Run 1, sequential cells colored by netlist name:
Other sequential cells in the stronger gray, the rest of the logic in the fainter gray.
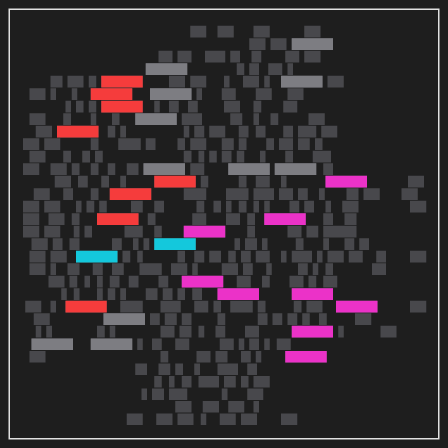
Run 1, congestion heat map:
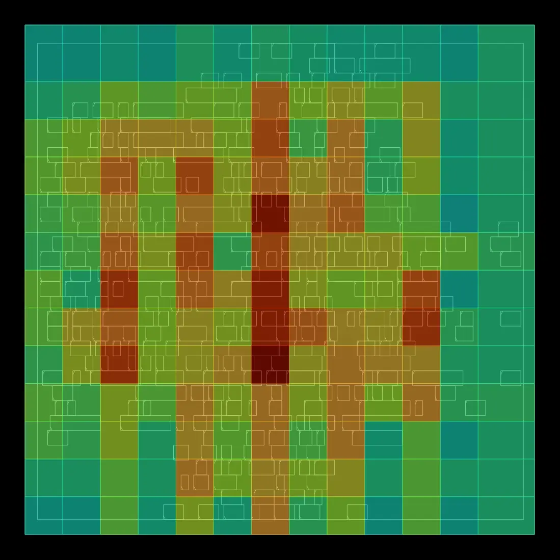
Run 1, port wiring:
Bar = 20 µm.
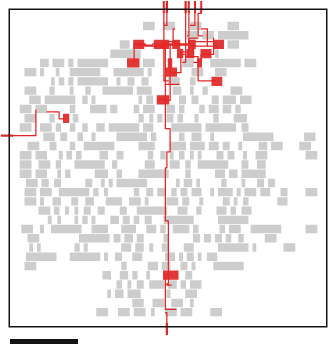
Run 1, signal wires on met1:
Supply wires on this layer in gray.
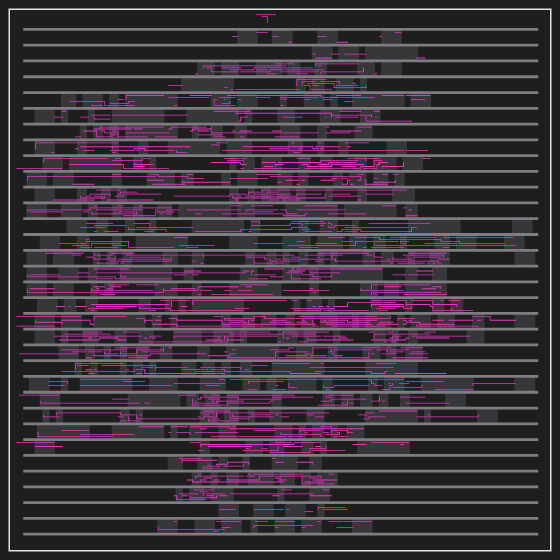
$ cat config.mk
export PLATFORM = sky130hd
export DESIGN_NAME = posit_normalizer
export DESIGN_NICKNAME = d
export VERILOG_FILES = /design/src/rtl/posit_normalizer.sv
export SDC_FILE = /design/constraint.sdc
export NUM_CORES = 1
export LEC_CHECK = 0
export ABC_AREA = 0
export CAP_MARGIN = 20
export CELL_PAD_IN_SITES_DETAIL_PLACEMENT = 1
export CELL_PAD_IN_SITES_GLOBAL_PLACEMENT = 2
export CORE_MARGIN = 2
export CORE_UTILIZATION = 28
export DETAILED_ROUTE_END_ITERATION = 16
export GPL_ROUTABILITY_DRIVEN = 0
export PLACE_DENSITY = 0.91
export SETUP_SLACK_MARGIN = 0.2
export SYNTH_ARGS = -nofsm -noshare
export SYNTH_HDL_FRONTEND = slang
export SYNTH_SLANG_ARGS = --single-unit
$ cat constraint.sdc
create_clock -name clk -period 4.7 [get_ports clk]
set_input_delay 0.705 -clock clk [delete_from_list [all_inputs] [get_ports clk]]
set_output_delay 0.705 -clock clk [all_outputs]
set_load 0.02 [all_outputs]
$ cat src/rtl/posit_normalizer.sv
// posit_normalizer: left-normalizes a posit mantissa sum, adjusting regime/exponent, with zero and saturation flags
// Ports:
//   clk, rst                       clock, asynchronous active-high reset
//   in_valid / in_ready            input handshake; a tuple is captured only in IDLE
//   in_sign, in_mantissa           sign and unsigned 8-bit mantissa sum
//   in_regime, in_exponent         signed interim regime k and exponent e (e in -1..2^EN-1)
//   out_valid / out_ready          output handshake; outputs are held until accepted
//   out_sign, out_mantissa         sign passthrough, normalized mantissa (bit 7 = hidden one)
//   out_regime, out_exponent       normalized regime and exponent (0..2^EN-1)
//   out_zero, out_sat              exact-zero result, regime clamped on over/underflow
module posit_normalizer #(
    parameter int WIDTH = 7,
    parameter int EN    = 1
) (
    input  logic       clk,
    input  logic       rst,
    input  logic       in_valid,
    output logic       in_ready,
    input  logic       in_sign,
    input  logic [7:0] in_mantissa,
    input  logic [7:0] in_regime,
    input  logic [7:0] in_exponent,
    output logic       out_valid,
    input  logic       out_ready,
    output logic       out_sign,
    output logic [7:0] out_mantissa,
    output logic [7:0] out_regime,
    output logic [7:0] out_exponent,
    output logic       out_zero,
    output logic       out_sat
);
    localparam logic signed [8:0] K_MIN = 9'(-WIDTH);
    localparam logic signed [8:0] K_MAX = 9'(WIDTH - 1);
    localparam logic signed [7:0] E_MAX = 8'((1 << EN) - 1);

    typedef enum logic [1:0] {IDLE, NORM, DONE} state_t;

    state_t state, state_n;
    logic [7:0] m, m_n;
    logic signed [8:0] k, k_n;
    logic signed [7:0] e, e_n;
    logic s, s_n, z, z_n, sat, sat_n;

    // k is kept 9 bits wide so a regime of -128 minus one cannot wrap past the clamp compare
    logic signed [8:0] k_fold, k_dec;
    logic signed [7:0] e_fold, e_dec, e_sub;
    logic e_wrap;

    always_comb begin
        k_fold = $signed({in_regime[7], in_regime}) - (in_exponent[7] ? 9'sd1 : 9'sd0);
        e_fold = in_exponent[7] ? $signed(in_exponent) + E_MAX + 8'sd1 : $signed(in_exponent);
        e_sub  = e - 8'sd1;
        e_wrap = e_sub[7];
        e_dec  = e_wrap ? E_MAX : e_sub;
        k_dec  = e_wrap ? k - 9'sd1 : k;
    end

    always_ff @(posedge clk or posedge rst) begin
        if (rst) begin
            state <= IDLE;
            m     <= '0;
            k     <= '0;
            e     <= '0;
            s     <= 1'b0;
            z     <= 1'b0;
            sat   <= 1'b0;
        end else begin
            state <= state_n;
            m     <= m_n;
            k     <= k_n;
            e     <= e_n;
            s     <= s_n;
            z     <= z_n;
            sat   <= sat_n;
        end
    end

    always_comb begin
        state_n = state;
        m_n     = m;
        k_n     = k;
        e_n     = e;
        s_n     = s;
        z_n     = z;
        sat_n   = sat;
        case (state)
            IDLE: if (in_valid) begin
                s_n   = in_sign;
                z_n   = 1'b0;
                sat_n = 1'b0;
                if (in_mantissa == 8'h00) begin
                    z_n     = 1'b1;
                    m_n     = '0;
                    k_n     = '0;
                    e_n     = '0;
                    state_n = DONE;
                end else if (k_fold > K_MAX) begin
                    k_n     = K_MAX;
                    e_n     = E_MAX;
                    m_n     = 8'hFF;
                    sat_n   = 1'b1;
                    state_n = DONE;
                end else begin
                    m_n     = in_mantissa;
                    k_n     = k_fold;
                    e_n     = e_fold;
                    state_n = NORM;
                end
            end
            NORM: if (m[7]) begin
                state_n = DONE;
            end else if (k_dec < K_MIN) begin
                k_n     = K_MIN;
                e_n     = '0;
                m_n     = 8'h80;
                sat_n   = 1'b1;
                state_n = DONE;
            end else begin
                m_n = {m[6:0], 1'b0};
                e_n = e_dec;
                k_n = k_dec;
            end
            DONE: state_n = out_ready ? IDLE : DONE;
            default: state_n = IDLE;
        endcase
    end

    always_comb begin
        in_ready     = state == IDLE;
        out_valid    = state == DONE;
        out_sign     = s;
        out_mantissa = m;
        out_regime   = k[7:0];
        out_exponent = e;
        out_zero     = z;
        out_sat      = sat;
    end
endmodule

==> metrics.yaml, run 1 <==
outcome:
  status: "finished clean"
sta:
  finalSetupTns_ns: 0
  finalSetupViolCount: 0
finish:
  signal_buffers: 61
  seq_area_frac: 0.253
place:
  dp_hpwl_um: 5540
worst_setup_path:
  start_kind: "flip-flop"
  cp_cell_sequence: "or4_4, or3_4, a211oi_4, or3b_1, xor2_1, or4_1, ha_1, inv_1, nand2_1, o32ai_1, a22o_1"
yosys:
  synthTopCellsByCount: "30 x dfrtp_1, 27 x nand2_1, 23 x o21ai_0, 22 x nor2_1, 20 x a21oi_1"
  synth_simple_gate_area_share: 0.258
  area_leaders: "dfrtp_1 34%, o21ai_0 5.2%, nand2_1 4.6%, a21oi_1 4.5%, ha_1 3.9%"
  ys_async_sr_fraction: 1.00
  synthDistinctLibCells: 51
pwr:
  p_clk_uw: 228
  net-switching-power_uw: 793
  seq-power_uw: 516
floorplan:
  core_util_floorplan: 0.288
  dieWidth_um: 93.1
  rows: 32
clock_network:
  cts.sinks: 30
global_routing:
  antenna_found_initial: 0
Back to the opening pictures, 'sequential cells colored by netlist name':
- k: magenta (sequential cells 9)
- state: cyan (sequential cells 2)
- out_mantissa: red (sequential cells 8)

Back to the opening pictures, 'congestion heat map':
gr usage total: 0.175
Routed WL per cell: 16.8 µm
Layout Utilization: 0.385
Top Usage Layer GRT: met2
GR Util met3: 0.0330

Back to the opening pictures, 'port wiring':
- in_exponent: red (direction input; edge 6 north, 1 west, 1 south; end cells 16; buffers 9; wire 332 µm)

Back to the opening pictures, 'signal wires on met1':
- longest straight run: 31.3 µm
- nets with wire on the layer: 315
- wire length on this layer: 3530 µm

run 1: per-layer routing:
layer,wire [µm],up-vias,global-route usage
li1,-,1102,-
met2,3280,56,0.290
met4,71,0,0.0331
met1,3530,1123,0.241
met3,301,7,0.0330
met5,0,-,0
run 1: final timing paths:
kind                                    to  slack (ns)  cells past startpoint
setup / recovery                      k[1]        0.43                     11
hold / removal                    out_sign        0.48                      2
setup reg to reg                      k[1]        0.43                     11
hold reg to reg                   out_sign        0.48                      2
max in group asynchronous  out_exponent[3]        3.61                      3
min in group asynchronous  out_mantissa[2]        0.79                      3
run 1: critical path, delay by kind of cell, from the launching register on:
family                     cells  cell delay (ns)
AOI/OAI and AO/OA              3             0.90
buffers and inverters          1             0.21
DFF                            1             0.46
xor gates and xnor gates       1             0.17
and+or+nand+nor                5             2.07
adders and majority gates      1             0.41
Run 1, metal 2:
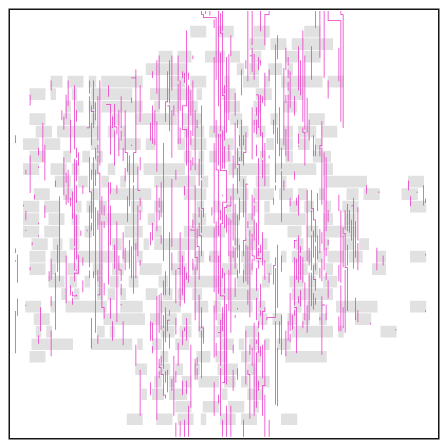

--- run 2 (diff from run 1) ---
- CORE_ASPECT_RATIO: not set -> 0.7
Run 2, metal 2:
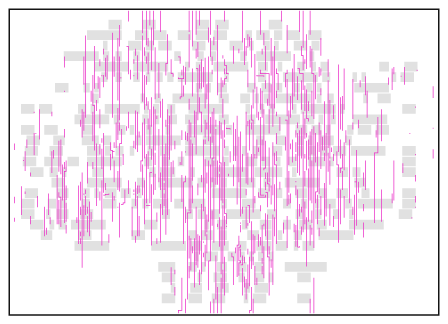
- wire length on this layer: 3540 µm
- share of all routed wire: 45%

Run 2, signal wires on met1:
Supply wires on this layer in gray.
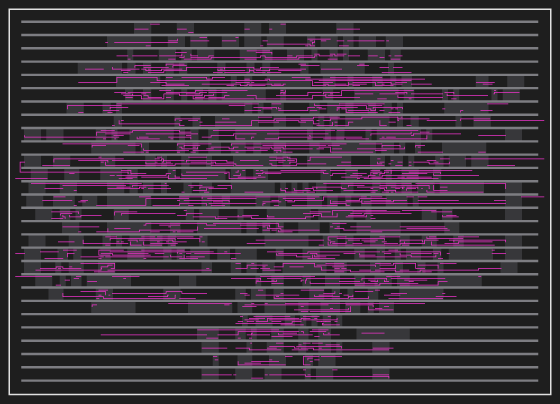
- share of all routed wire: 49%
- nets with wire on the layer: 322
- wire length on this layer: 3840 µm
- main direction: horizontal

==> run 2 against run 1 <==
Effect of this change:
- total power rose by 10%
- first-iteration DRC count fell by 1.1%
- hold slack improved by 0.0032 ns
- critical path type unchanged
- highest routed layer unchanged
==> metrics.yaml, run 2 <==
finish:
  regArea_um2: 751
  postLayoutCoreUtil: 0.392  # +0.00756
  seq_area_frac: 0.246  # -0.00622
  mostFrequentLayoutCell: "clkdlybuf4s50_1"
  top_register: "k"
  signal_buffers: 63  # +3.3%
global_routing:
  track_usage: 0.191  # +0.0158
  grtUsageMet1: 0.262  # +0.0209
  grt_use_met2: 0.306  # +0.0157
  grt.busiest_layer: "met2"
  use_met3: 0.0471  # +0.0141
clock_network:
  cts.sinks: 30  # unchanged
  postCtsSetupRepairBufs: 0
worst_setup_path:
  crit_fanout: 5
  timing.rr.end: "out_exponent[3]"
  r2r_setup_slack_ns: 0.44  # about the same
  cp_cell_sequence: "or4_4, or3_4, a211oi_4, or3b_1, xor2_1, or4_1, ha_1, nor2_2, nand3_1, or3_1, o211ai_1"
  start_kind: "flip-flop"
  cp_top_family: "simple AND/OR/NAND/NOR gates"
  r2r_cells: 11  # unchanged
  worst-path-stages: 11  # unchanged
sta:
  finalSetupViolCount: 0  # unchanged
  finalSetupTns_ns: 0  # unchanged
yosys:
  ys_async_sr_fraction: 1.00  # unchanged
  synthTopCellsByCount: "30 x dfrtp_1, 27 x nand2_1, 23 x o21ai_0, 22 x nor2_1, 20 x a21oi_1"
  synth.top_cell.area_share: 0.338
  synthDistinctLibCells: 51  # unchanged
  area_leaders: "dfrtp_1 34%, o21ai_0 5.2%, nand2_1 4.6%, a21oi_1 4.5%, ha_1 3.9%"
outcome:
  status: "finished clean"
place:
  dp_hpwl_um: 5810  # +4.9%
  dp_worst_setup_slack_ns: 0.315
route:
  wire_per_inst_um: 18.3  # +9.1%
  vias: 2367
floorplan:
  core_util_floorplan: 0.286  # -0.00158
  rows: 27  # -16%
  dieWidth_um: 111  # +19%
pwr:
  net-switching-power_uw: 828  # +4.3%
  p_comb_mw: 1.00
  seq-power_uw: 508  # -2%
hold_path:
  whs_path_depth: 2  # unchanged
  whs_endpoint: "out_sign"
flow_run:
  warning_count: 26
run 2: logic make-up (layout without fill, tap and decap cells):
logic type,after synthesis,count (layout),synth area share
and+or+nand+nor,110,110,0.258
AOI/OAI and AO/OA,82,82,0.241
DFF,30,30,0.338
buffers and inverters,25,81,0.0557
xor gates and xnor gates,15,15,0.0591
adders and majority gates,7,7,0.0394
muxes,2,2,0.00900
run 2: what timing repair did:
| item | 4_1_cts | 5_1_grt |
|---|---|---|
| gates resized | 0 | 1 |
| setup endpoints to repair | 0 | 1 |
| hold buffers | 0 | 0 |
run 2: per-layer routing:
layer	wire (µm)	vias to the layer above
met4	80	0
li1	-	1109
met3	390	7
met2	3540	54
met5	0	-
met1	3840	1197
Run 2, congestion heat map:
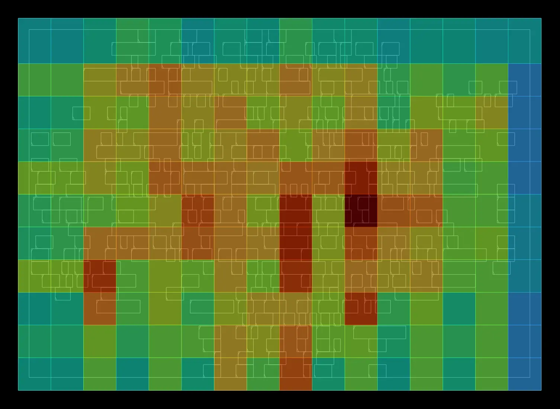

--- run 3 (diff from run 2) ---
- CTS_CLUSTER_SIZE: not set -> 16
- GPL_ROUTABILITY_DRIVEN: 0 -> not set
- SETUP_SLACK_MARGIN: 0.2 -> 0.05
Run 3, congestion heat map:
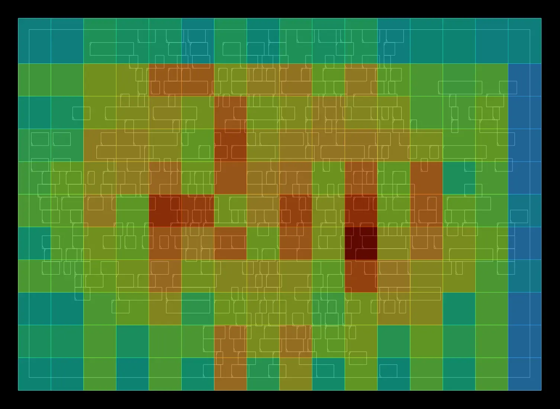
met2 usage: 0.290
Layout Utilization: 0.392
Routed WL per cell: 17.8 µm
gr usage total: 0.181
Global Route met1 Usage: 0.250

==> run 3 against run 2 <==
Effect of this change:
- synthesized cell count unchanged
- global-route usage down 1.0 points
- register-to-register slack about the same
- critical endpoint unchanged
- largest cell class unchanged
==> metrics.yaml, run 3 <==
worst_setup_path:
  crit_fanout: 5  # unchanged
  cp_cell_sequence: "or4_4, or3_4, a211oi_4, or3b_1, xor2_1, or4_1, ha_1, nor2_1, nand3_1, or3_1, o211ai_1"
  worst-path-stages: 11  # unchanged
  r2r-start: "out_exponent[5]"
  r2r_setup_slack_ns: 0.43  # about the same
  start_kind: "flip-flop"
  cp_top_family: "simple AND/OR/NAND/NOR gates"
  timing.rr.end: "out_exponent[3]"
finish:
  top_register: "k"
  mostFrequentLayoutCell: "clkdlybuf4s50_1"
  largest_reg_flops: 9
  diodes: 0
yosys:
  area_leaders: "dfrtp_1 34%, o21ai_0 5.2%, nand2_1 4.6%, a21oi_1 4.5%, ha_1 3.9%"
  synth.top_cell.area_share: 0.338  # unchanged
  synthTopCellsByCount: "30 x dfrtp_1, 27 x nand2_1, 23 x o21ai_0, 22 x nor2_1, 20 x a21oi_1"
  ys_sh_mux: 0.00900  # unchanged
  aoi_share: 0.241  # unchanged
  logic_family: "simple AND/OR/NAND/NOR gates"
  synthXorXnorAreaFrac: 0.0591  # unchanged
  adder_share: 0.0394  # unchanged
  synthDistinctLibCells: 51  # unchanged
  synth_simple_gate_area_share: 0.258  # unchanged
  ys_async_sr_fraction: 1.00  # unchanged
clock_network:
  postCtsSetupRepairBufs: 0  # unchanged
  cts.sinks: 30  # unchanged
  cts.hold.buffers_added: 0  # unchanged
  cts_resized: 0  # unchanged
sta:
  finalSetupTns_ns: 0  # unchanged
pwr:
  pwr-share-clk: 0.197
place:
  dp_hpwl_um: 5750  # -0.98%
  dp_worst_setup_slack_ns: 0.344  # +0.0293 ns
global_routing:
  grt.busiest_layer: "met2"
  antenna_found_initial: 0
  use_met3: 0.0448  # -0.00232
floorplan:
  core_util_floorplan: 0.286  # unchanged
  dieWidth_um: 111  # unchanged
  rows: 27  # unchanged
route:
  vias: 2298  # -2.9%
  wl_met3_um: 403  # +3.3%
  wl_met2_um: 3360  # -5.1%
  top_layer: "met4"
  met1_length_um: 3830  # -0.13%
  detail_route.vias_per_cell: 5.37
hold_path:
  whs_path_depth: 2  # unchanged
  whs_endpoint: "out_sign"
outcome:
  status: "finished clean"
flow_run:
  warning_count: 26  # unchanged
Run 3, port wiring:
Bar = 20 µm.
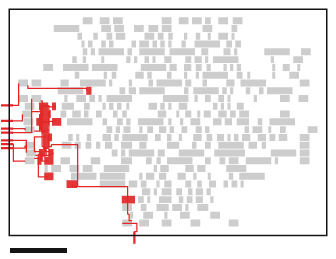
- in_exponent: red (direction input; edge 7 west, 1 south; end cells 16; buffers 8; wire 272 µm)

-- run 3: power groups by stage --
stage,clock (mW),combinational (mW),sequential (mW)
2_1_floorplan,0,0.534,0.558
3_3_place_gp,0,0.965,0.509
3_5_place_dp,0,0.980,0.514
4_1_cts,0.370,0.992,0.511
5_1_grt,0.382,1.08,0.533
6_report,0.368,0.992,0.510
-- run 3: area by class of cell --
class | instances | area, µm² | area share
clock buffer | 5 | 125 | 0.0411
clock inverter | 3 | 40.0 | 0.0132
inverter | 10 | 37.5 | 0.0123
multi-input combinational | 216 | 1350 | 0.443
sequential | 30 | 751 | 0.247
tap | 101 | 126 | 0.0415
timing repair buffer | 63 | 616 | 0.202
-- run 3: tightest hold or removal path: cells and delay by family, from the launching register on --
kind             cells  cell delay (ns)
AND/OR/NAND/NOR      2             0.11
flip-flops           1             0.34
Power figures rest on the tool's default switching activity, not on a simulated workload.
